Figure 1. Routing congestion map.
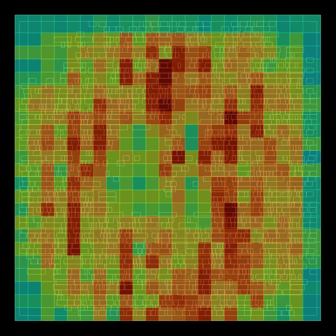
Figure 2. Zoomed window.
Window x 111 to 131, y 111 to 131 um. Cells in gray, sequential cells in the stronger gray; small squares are vias.
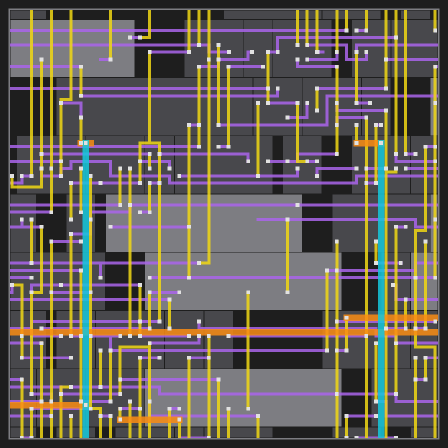
Figure 3. Floorplan with the power grid.
(2 px per um) Pins as bars on the die edge.
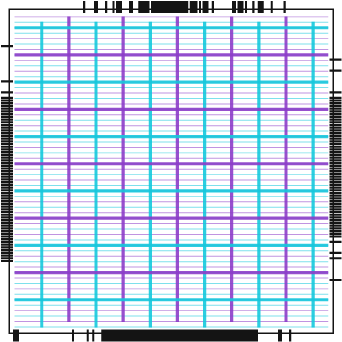
## config.mk

```make
export PLATFORM = sky130hd
export DESIGN_NAME = clint
export DESIGN_NICKNAME = d
export VERILOG_FILES = /design/src/rtl/clint.sv
export SDC_FILE = /design/constraint.sdc
export NUM_CORES = 1
export LEC_CHECK = 0
export CORE_MARGIN = 2
export CORE_UTILIZATION = 46
export CTS_CLUSTER_SIZE = 40
export DETAILED_ROUTE_END_ITERATION = 8
export PLACE_DENSITY = 0.78
export SLEW_MARGIN = 20
export SYNTH_ARGS = -nofsm -noshare
export SYNTH_HDL_FRONTEND = slang
export SYNTH_SLANG_ARGS = --single-unit
```

## constraint.sdc

```tcl
create_clock -name clk -period 6.9 [get_ports clk]
set_input_delay 2.07 -clock clk [delete_from_list [all_inputs] [get_ports clk]]
set_output_delay 2.07 -clock clk [all_outputs]
set_load 0.05 [all_outputs]
```

## src/rtl/clint.sv

```systemverilog
// Core-local interruptor: msip / mtimecmp / mtime registers behind a
// single-outstanding valid/ready MMIO port, plus software and timer IRQs.
module clint #(
   parameter logic [63:0] BASE_ADDR = 64'h0000_0000_0200_0000,
   parameter int unsigned TICK_DIV  = 1
) (
   input  logic        clk,
   input  logic        rst,
   input  logic        req_valid,
   output logic        req_ready,
   input  logic [63:0] req_addr,
   input  logic        req_we,
   input  logic [63:0] req_wdata,
   input  logic [7:0]  req_strb,
   output logic        resp_valid,
   input  logic        resp_ready,
   output logic [63:0] resp_rdata,
   output logic        resp_err,
   output logic        irq_software_o,
   output logic        irq_timer_o,
   output logic [63:0] mtime_o
);

   localparam int unsigned       DIV_W    = (TICK_DIV > 1) ? $clog2(TICK_DIV) : 1;
   localparam logic [DIV_W-1:0]  DIV_LAST = DIV_W'(TICK_DIV - 1);

   localparam logic [12:0] WORD_MSIP  = 13'h0000;
   localparam logic [12:0] WORD_CMP   = 13'h0800;
   localparam logic [12:0] WORD_MTIME = 13'h17FF;

   typedef enum logic {ST_IDLE, ST_RESP} state_t;

   state_t            state;
   logic              msip;
   logic [63:0]       mtimecmp;
   logic [63:0]       mtime;
   logic [DIV_W-1:0]  div_cnt;

   logic              in_win;
   logic              sel_msip;
   logic              sel_cmp;
   logic              sel_time;
   logic              accept;
   logic              wr;
   logic              tick;
   logic [63:0]       wmask;
   logic [63:0]       rd_val;
   logic              unused_addr_lsb;

   // The word offset alone selects a register; byte lanes come from req_strb.
   assign unused_addr_lsb = ^req_addr[2:0];

   assign in_win   = (req_addr[63:16] == BASE_ADDR[63:16]);
   assign sel_msip = in_win && (req_addr[15:3] == WORD_MSIP);
   assign sel_cmp  = in_win && (req_addr[15:3] == WORD_CMP);
   assign sel_time = in_win && (req_addr[15:3] == WORD_MTIME);

   assign accept = req_valid && req_ready;
   assign wr     = accept && req_we;
   assign tick   = (div_cnt == DIV_LAST);

   always_comb begin
      wmask = '0;
      for (int i = 0; i < 8; i++) begin
         wmask[i*8 +: 8] = {8{req_strb[i]}};
      end
   end

   always_comb begin
      rd_val = '0;
      if (sel_msip)      rd_val = {63'd0, msip};
      else if (sel_cmp)  rd_val = mtimecmp;
      else if (sel_time) rd_val = mtime;
   end

   always_ff @(posedge clk or posedge rst) begin
      if (rst) begin
         msip        <= 1'b0;
         mtimecmp    <= '1;
         mtime       <= '0;
         div_cnt     <= '0;
         irq_timer_o <= 1'b0;
      end else begin
         div_cnt     <= tick ? '0 : div_cnt + DIV_W'(1);
         irq_timer_o <= (mtime >= mtimecmp);
         // A software write to mtime swallows a coincident tick entirely.
         if (wr && sel_time) begin
            mtime <= (mtime & ~wmask) | (req_wdata & wmask);
         end else if (tick) begin
            mtime <= mtime + 64'd1;
         end
         if (wr && sel_cmp) begin
            mtimecmp <= (mtimecmp & ~wmask) | (req_wdata & wmask);
         end
         if (wr && sel_msip && req_strb[0]) begin
            msip <= req_wdata[0];
         end
      end
   end

   always_ff @(posedge clk or posedge rst) begin
      if (rst) begin
         state      <= ST_IDLE;
         req_ready  <= 1'b1;
         resp_valid <= 1'b0;
         resp_rdata <= '0;
         resp_err   <= 1'b0;
      end else begin
         case (state)
            ST_IDLE: begin
               if (accept) begin
                  state      <= ST_RESP;
                  req_ready  <= 1'b0;
                  resp_valid <= 1'b1;
                  resp_rdata <= req_we ? '0 : rd_val;
                  resp_err   <= !(sel_msip || sel_cmp || sel_time);
               end
            end
            ST_RESP: begin
               if (resp_ready) begin
                  state      <= ST_IDLE;
                  req_ready  <= 1'b1;
                  resp_valid <= 1'b0;
               end
            end
            default: begin
               state      <= ST_IDLE;
               req_ready  <= 1'b1;
               resp_valid <= 1'b0;
            end
         endcase
      end
   end

   assign irq_software_o = msip;
   assign mtime_o        = mtime;

endmodule

```

==> results.yml <==
# yosys + openroad results
flow_run:
  tool_warnings: 29
  maxCapViolations: 0
hold_path:
  min_path_cells: 2
  hold_end: "resp_rdata[58]$_DFFE_PP0P_"
  hold_path.startpoint: "resp_rdata[58]$_DFFE_PP0P_"
  hold_path_class: "register to register"
yosys:
  area_leaders: "dfrtp_1 29%, dfstp_2 15%, ha_1 7.2%, mux2_2 6.3%, o21ai_0 4.6%"
  ys.flop_type: "dfrtp_1"
  xor_area_share_pct: 0
  simple_gate_share_pct: 15.3
  ys_cells: 1175
  yosysTopAreaCellShare_pct: 29.3
  ys.flops: 198
  ys_sh_aoi_pct: 21.1
  synthCells: 1175
  common_cells: "133 x dfrtp_1, 110 x nand2_1, 105 x o21ai_0"
  synth_warnings: 0
  mux_share_pct: 6.69
  async_flop_share_pct: 100
  adder_share_pct: 7.16
  syn_area_per_cell_sq_um: 9.67
  synthDistinctLibCells: 72
  largest_area_cell: "dfrtp_1"
  syn_area_sq_mm: 0.0114
  most_common_cell: "dfrtp_1"
  ys_area_sq_mm: 0.0114
  topCombFamilyByArea: "AND-OR/OR-AND gates"
  fp_nets: 1381
  edf_count: 0
  synth_seq_share_pct: 44.3
layout:
  n_antenna_cell: 2
  sh_comb_area_pct: 38.4
  final_area_sq_mm: 0.0149
  area_growth_pct: 31.0
  n_all_buffers: 284
  inverters: 93
  utilization_pct: 61.2
  clkCellAreaFrac_pct: 3.73
  stdcell_count: 1758
  seq_share_pct: 33.8
  fill_cells: 1988
  buf_share_pct: 18.9
  nMultiInputCombCells: 826
  final_common_cell: "clkdlybuf4s50_1"
  flops: 198
  mi_logic_area_sq_mm: 0.00572
  regArea_sq_mm: 0.00504
  largest_cell_class: "combinational gates"
  final_net_count: 1626
  drive_gt1_share_pct: 14.9
  lay_top_cells: "270 x clkdlybuf4s50_1, 133 x dfrtp_1, 109 x nand2_1, 105 x o21ai_0, 92 x inv_1"
  n_clock_buffer: 19
global_route:
  top_usage_layer: "met2"
  overflow: 0
  grt_pass1_wl_um: 56900
  grt_pass1_vias: 10600
  grt_start_max_net_pins: 96
  antenna_found_initial: 2
detailed_routing:
  met2WireLength_um: 17400
  vias_per_cell: 6.06
  wl_um: 35600
  via_count: 10600
  top_layer_used: "met4"
  first_pass_iters: 5
  wl_met1_um: 15100
  routedWlPerCell_um: 20.2
  ant_nets: 0
  drc: 0
  drt-initial-drc-count: 846
  wl_met3_um: 2390
setup_path:
  criticalPathCategory: "primary input to register"
  cp-start-kind: "primary input"
  path_max_fanout: 43
  crit_chain: "clkdlybuf4s50_1 -> nand3b_1 -> nor4_1 -> and4_4 -> buf_4 -> and3_1 -> a211oi_1 -> a311oi_1"
  r2r_cells: 7
  cp_slowest_cell: "and4_4"
  crit_required_ns: 7.24
  cp-startpoint: "req_addr[14]"
  crit_family: "simple AND/OR/NAND/NOR gates"
  cp_slowest_stage_delay_ns: 0.60
  cp.depth: 8
  worst-path-buf-inv: 2
  end_kind: "register"
  arrival_ns: 5.22
  r2r_slack_ns: 3.84
pwr:
  comb_power_share_pct: 7.1
  p_clk_share_pct: 42.4
  leakage_nw: 5.69
  sequentialPower_mw: 1.17
  cellPowerDensity_mw_per_mm2: 156
  maxPowerGroup: "registers"
  switchingPower_mw: 0.579
  power.total_mw: 2.32
  internal_power_mw: 1.74
  powerClk_mw: 0.982
  comb_power_mw: 0.164
  seqPwrFrac_pct: 50.5
  p_sw_share_pct: 25.0
  ir_worst_vdd_uv: 147
timing:
  final-max-slew-violation-count: 0
  fin_ws_ns: 2.02
  clock_skew_ns: 0.0113
  setup_viol: 0
  slew_headroom_pct: 31.8
  fin_crit_ns: 4.88
  setup_tns_ns: 0
  max_freq_mhz: 205
  holdWs_ns: 0.481
  rsz0062_at_grt: "no"
  worstMarginPinSlew_ns: 1.01
  fin_crit_sh_pct: 70.7
  hold_violations: 0
placed_design:
  pre_cts_ws_ns: 1.64
  port_buffers: 270
  gp_congestion: 0.872
  place_area_sq_mm: 0.0143
  place_hpwl_um: 25600
  placed_cells: 1725
floorplan:
  die_y_um: 161
  fp_util_pct: 46.7
  placementRows: 57
  die_w_um: 161
  io_pins: 274
  tap_cells: 324
  die-area_sq_mm: 0.0260
  core_area_sq_mm: 0.0243
outcome:
  status: "completed"
clock_tree:
  cts_tree: "done"
  cts_hold_buf: 0
  clk_pin_slew_ns: 0.07
  clock-sinks: 198
  cts-root-buf: "clkbuf_16"
  h-tree-depth: 4
  clock_latency_ns: 0.45
  tritoncts.num_buffers: 17
  post_cts_resized: 0
  postCtsSetupBuffers: 0
  ctsLongestPathBuffers: 2
-- Figure 1 (at the start) --
GRT met2 Usage: 46.1%
Global Route met1 Usage: 36.6%
GRT Resource Usage Total: 27.6%
met3 usage: 4.57%

-- Figure 2 (at the start) --
| layer | color |
|---|---|
| metal 1 | purple |
| metal 4 | cyan |
| metal 2 | yellow |
| metal 3 | orange |
cells with their middle in the window: 32
most frequent: dfrtp_1 (4)
sequential cells in the window: 4

-- Figure 3 (at the start) --
| net | color |
|---|---|
| VDD | purple |
| VSS | cyan |
met5 straps: 11
met4 straps: 11

Power and IR drop assume default switching activity.
